**Supply network**

The bar under the picture is 100 um long. Pins as bars on the die edge.
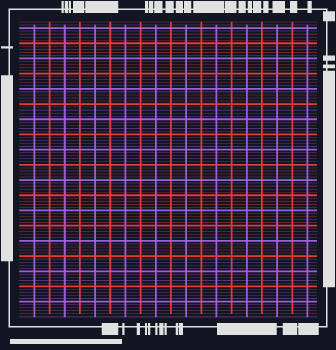
**Placement by cell class**

Fill, decap, tap and diode cells in grey.
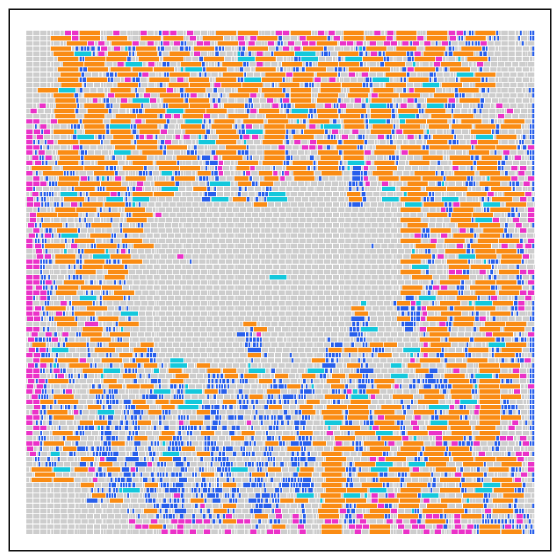
## config.mk

```make
export PLATFORM = sky130hd
export DESIGN_NAME = systolic_ctrl
export DESIGN_NICKNAME = d
export VERILOG_FILES = /design/src/rtl/systolic_ctrl.sv
export SDC_FILE = /design/constraint.sdc
export NUM_CORES = 1
export LEC_CHECK = 0
export ABC_AREA = 1
export ABC_CLOCK_PERIOD_IN_PS = 3800
export CELL_PAD_IN_SITES_DETAIL_PLACEMENT = 0
export CELL_PAD_IN_SITES_GLOBAL_PLACEMENT = 1
export CORE_MARGIN = 8
export CORE_UTILIZATION = 42
export DETAILED_ROUTE_END_ITERATION = 10
export GPL_ROUTABILITY_DRIVEN = 0
export PLACE_DENSITY = 0.79
export SLEW_MARGIN = 20
export SYNTH_ARGS = -nofsm -noshare
export SYNTH_HDL_FRONTEND = slang
export SYNTH_SLANG_ARGS = --single-unit
```

## constraint.sdc

```tcl
create_clock -name clk -period 3.8 [get_ports clk]
set_input_delay 0.57 -clock clk [delete_from_list [all_inputs] [get_ports clk]]
set_output_delay 0.57 -clock clk [all_outputs]
set_load 0.01 [all_outputs]
```

## src/rtl/systolic_ctrl.sv

```systemverilog
// ---------------------------------------------------------------------------
// systolic_ctrl
//
// Sequencer for an N x N weight-stationary systolic array. A job loads one
// weight tile (N beats shifted through the rows), pulses the weight latch,
// streams num_vectors activation vectors into the array with a diagonal
// skew, flushes the skew with N bubble advances, and waits until every
// result vector has been read out before pulsing done.
//
// Ports:
//   clk, rst                 clock, synchronous active-high reset
//   start, num_vectors       job start pulse (IDLE only) and vector count
//   busy, done               not-IDLE flag, one-cycle end-of-job pulse
//   w_valid/w_ready/w_data   weight beats, lane i = row i
//   a_valid/a_ready/a_data   activation vectors, lane i = row i
//   r_valid/r_ready/r_data   result vectors, lane j = column j
//   arr_*                    connection to the array (row inputs, column
//                            outputs, weight load/latch controls)
// ---------------------------------------------------------------------------
module systolic_ctrl #(
    parameter int N          = 4,
    parameter int DATA_WIDTH = 8,
    parameter int ACC_WIDTH  = 32,
    parameter int CNT_WIDTH  = 16,
    parameter int FIFO_DEPTH = 4
) (
    input  logic                    clk,
    input  logic                    rst,
    input  logic                    start,
    input  logic [CNT_WIDTH-1:0]    num_vectors,
    output logic                    busy,
    output logic                    done,
    input  logic                    w_valid,
    output logic                    w_ready,
    input  logic [N*DATA_WIDTH-1:0] w_data,
    input  logic                    a_valid,
    output logic                    a_ready,
    input  logic [N*DATA_WIDTH-1:0] a_data,
    output logic                    r_valid,
    input  logic                    r_ready,
    output logic [N*ACC_WIDTH-1:0]  r_data,
    output logic [N-1:0]            arr_load_weight,
    output logic                    arr_weight_latch_en,
    output logic [N-1:0]            arr_valid,
    input  logic [N-1:0]            arr_ready,
    output logic [N*DATA_WIDTH-1:0] arr_x,
    output logic [N*ACC_WIDTH-1:0]  arr_y,
    input  logic [N-1:0]            arr_valid_y,
    output logic [N-1:0]            arr_ready_y,
    input  logic [N*ACC_WIDTH-1:0]  arr_y_out
);

    localparam int PW = $clog2(FIFO_DEPTH);
    localparam logic [CNT_WIDTH-1:0] CNT_ONE = CNT_WIDTH'(1);

    typedef enum logic [2:0] {
        S_IDLE,
        S_LOAD_W,
        S_LATCH,
        S_STREAM,
        S_DRAIN,
        S_DONE
    } state_t;

    state_t               state_reg;
    logic [CNT_WIDTH-1:0] num_reg;
    logic [CNT_WIDTH-1:0] beat_reg;
    logic [CNT_WIDTH-1:0] in_cnt_reg;
    logic [CNT_WIDTH-1:0] out_cnt_reg;
    logic [CNT_WIDTH-1:0] drain_reg;

    logic                    adv;
    logic                    accept_w;
    logic                    accept_a;
    logic                    shift;
    logic                    pop_all;
    logic [N-1:0]            pipe_v;
    logic [N*DATA_WIDTH-1:0] pipe_x;
    logic [N-1:0]            not_empty;

    // The whole array moves in lockstep, so one stalled row stalls all rows.
    assign adv      = &arr_ready;
    assign w_ready  = (state_reg == S_LOAD_W) && adv;
    assign accept_w = w_valid && w_ready;
    assign a_ready  = (state_reg == S_STREAM) && adv && (in_cnt_reg < num_reg);
    assign accept_a = a_valid && a_ready;
    // Skew pipes move on every advance while streaming and for the first N
    // advances of the drain (those carry bubbles that flush the diagonal).
    assign shift    = adv && ((state_reg == S_STREAM) ||
                              ((state_reg == S_DRAIN) && (drain_reg < CNT_WIDTH'(N))));

    assign busy                = (state_reg != S_IDLE);
    assign done                = (state_reg == S_DONE);
    assign arr_weight_latch_en = (state_reg == S_LATCH);
    assign arr_y               = '0;

    // ------------------------------------------------------------------
    // Control FSM and job counters
    // ------------------------------------------------------------------
    always_ff @(posedge clk) begin
        if (rst) begin
            state_reg   <= S_IDLE;
            num_reg     <= '0;
            beat_reg    <= '0;
            in_cnt_reg  <= '0;
            out_cnt_reg <= '0;
            drain_reg   <= '0;
        end else begin
            if (pop_all) begin
                out_cnt_reg <= out_cnt_reg + CNT_ONE;
            end
            case (state_reg)
                S_IDLE: begin
                    if (start) begin
                        num_reg     <= num_vectors;
                        beat_reg    <= '0;
                        in_cnt_reg  <= '0;
                        out_cnt_reg <= '0;
                        drain_reg   <= '0;
                        state_reg   <= S_LOAD_W;
                    end
                end
                S_LOAD_W: begin
                    if (accept_w) begin
                        beat_reg <= beat_reg + CNT_ONE;
                        if (beat_reg == CNT_WIDTH'(N - 1)) begin
                            state_reg <= S_LATCH;
                        end
                    end
                end
                S_LATCH: begin
                    drain_reg <= '0;
                    state_reg <= (num_reg == '0) ? S_DRAIN : S_STREAM;
                end
                S_STREAM: begin
                    if (accept_a) begin
                        in_cnt_reg <= in_cnt_reg + CNT_ONE;
                        if ((in_cnt_reg + CNT_ONE) == num_reg) begin
                            state_reg <= S_DRAIN;
                        end
                    end
                end
                S_DRAIN: begin
                    if (drain_reg < CNT_WIDTH'(N)) begin
                        if (adv) begin
                            drain_reg <= drain_reg + CNT_ONE;
                        end
                    end else if (out_cnt_reg == num_reg) begin
                        state_reg <= S_DONE;
                    end
                end
                S_DONE: begin
                    state_reg <= S_IDLE;
                end
                default: begin
                    state_reg <= S_IDLE;
                end
            endcase
        end
    end

    // ------------------------------------------------------------------
    // Input skew: row gi has gi+1 stages, each carrying {valid, data}.
    // Bubbles still carry a_data; only the valid bit matters to the array.
    // ------------------------------------------------------------------
    genvar gi;
    generate
        for (gi = 0; gi < N; gi++) begin : g_row
            logic [gi:0]           v_pipe_reg;
            logic [DATA_WIDTH-1:0] x_pipe_reg [0:gi];

            always_ff @(posedge clk) begin
                if (rst) begin
                    for (int k = 0; k <= gi; k++) begin
                        v_pipe_reg[k] <= 1'b0;
                        x_pipe_reg[k] <= '0;
                    end
                end else if (shift) begin
                    v_pipe_reg[0] <= accept_a;
                    x_pipe_reg[0] <= a_data[gi*DATA_WIDTH +: DATA_WIDTH];
                    for (int k = 1; k <= gi; k++) begin
                        v_pipe_reg[k] <= v_pipe_reg[k-1];
                        x_pipe_reg[k] <= x_pipe_reg[k-1];
                    end
                end
            end

            assign pipe_v[gi]                           = v_pipe_reg[gi];
            assign pipe_x[gi*DATA_WIDTH +: DATA_WIDTH]  = x_pipe_reg[gi];
        end
    endgenerate

    // Weight beats bypass the skew: every row shifts the same beat together.
    always_comb begin
        arr_load_weight = '0;
        arr_valid       = '0;
        arr_x           = '0;
        case (state_reg)
            S_LOAD_W: begin
                arr_load_weight = {N{w_valid}};
                arr_valid       = {N{w_valid}};
                arr_x           = w_data;
            end
            S_STREAM, S_DRAIN: begin
                arr_valid = pipe_v;
                arr_x     = pipe_x;
            end
            default: begin
                arr_load_weight = '0;
            end
        endcase
    end

    // ------------------------------------------------------------------
    // Per-column result FIFOs. Columns finish at different cycles because
    // of the skew; a result vector is only complete when every column has
    // a head entry, and all columns pop together.
    // ------------------------------------------------------------------
    assign r_valid = &not_empty;
    assign pop_all = r_valid && r_ready;

    generate
        for (gi = 0; gi < N; gi++) begin : g_col
            logic [ACC_WIDTH-1:0] mem [0:FIFO_DEPTH-1];
            logic [PW-1:0]        wr_ptr_reg;
            logic [PW-1:0]        rd_ptr_reg;
            logic [PW:0]          count_reg;
            logic                 full;
            logic                 push;

            assign full            = (count_reg == (PW+1)'(FIFO_DEPTH));
            assign not_empty[gi]   = (count_reg != '0);
            assign arr_ready_y[gi] = !full;
            assign push            = arr_valid_y[gi] && !full;
            assign r_data[gi*ACC_WIDTH +: ACC_WIDTH] = mem[rd_ptr_reg];

            // Storage is left out of reset; the pointers define validity.
            always_ff @(posedge clk) begin
                if (push) begin
                    mem[wr_ptr_reg] <= arr_y_out[gi*ACC_WIDTH +: ACC_WIDTH];
                end
            end

            always_ff @(posedge clk) begin
                if (rst) begin
                    wr_ptr_reg <= '0;
                    rd_ptr_reg <= '0;
                    count_reg  <= '0;
                end else begin
                    if (push) begin
                        wr_ptr_reg <= wr_ptr_reg + PW'(1);
                    end
                    if (pop_all) begin
                        rd_ptr_reg <= rd_ptr_reg + PW'(1);
                    end
                    case ({push, pop_all})
                        2'b10:   count_reg <= count_reg + (PW+1)'(1);
                        2'b01:   count_reg <= count_reg - (PW+1)'(1);
                        default: count_reg <= count_reg;
                    endcase
                end
            end
        end
    endgenerate

endmodule

```

==> flow_summary.json <==
{
  "comb-power_w": 0.00297,
  "rr_worst_depth": 13,
  "insertion_delay_ns": 0.61,
  "maxSlewViolCount": 0,
  "min_period_over_period": 0.928,
  "n_clock_buffer": 91,
  "ys_sh_adder": 0.0194,
  "dp_cells": 3919,
  "seq_area_frac": 0.547,
  "ys_ff": 715,
  "track_usage": 0.183,
  "max_stage_delay_ns": 0.71,
  "cap_violations": 0,
  "maxPowerGroup": "sequential cells",
  "use_met1": 0.219,
  "cts_sinks": 715,
  "top_cells_by_count": "592 x edfxtp_1, 436 x nor2_1, 362 x o21ai_0",
  "setup_violations": 0,
  "fp_util": 0.425,
  "timing.fmax_mhz": 284,
  "clk_share": 0.0661,
  "internal-power_w": 0.0143,
  "r2r-end": "g_col[0].count_reg[2]",
  "yosysWarnings": 0,
  "grt_pass1_vias": 21000,
  "tightest_slew_ns": 0.936,
  "preCtsSetupSlack_ns": 0.615,
  "routed-wl-met2_um": 38000,
  "synth_cell_types": 46,
  "place_hpwl_um": 50300,
  "clockBufferDepth": 3,
  "dpl_cell_area_mm2": 0.0345,
  "top_usage_layer": "met2",
  "cp.depth": 5,
  "ys_sh_mux": 0,
  "htree_levels": 3,
  "p_sw_w": 0.00503,
  "holdPathStages": 2,
  "hold_start": "drain_reg[6]",
  "antenna_left": 0,
  "met3WireLength_um": 5810,
  "rsz0062_at_grt": "no",
  "ys_area_mm2": 0.0299,
  "buf_share": 0.118,
  "status": "completed",
  "synth_stat.cells": 2652,
  "wl_per_cell_um": 18.7,
  "cts_made_buffers": 76,
  "p_seq_w": 0.00918
}
Notes on 'supply network' above:
[VSS] purple
[VDD] red
met1 rails: 98
signal pins: 528
met5 straps: 19
rows: 97
met4 straps: 19
total core area: 0.0703 mm2
die height: 283 um
die span in x: 283 um
Worst VDD drop: 0.299 mV

Notes on 'placement by cell class' above:
[other buffers and delay cells] magenta | cells: 445 | share of their area: 12%
[clock drivers and dummy loads] cyan | cells: 137 | share of their area: 6.8%
[flip-flops] orange | cells: 715 | share of their area: 57%
[all other logic] blue | cells: 1819 | share of their area: 24%
Final Util: 0.527
row count: 97

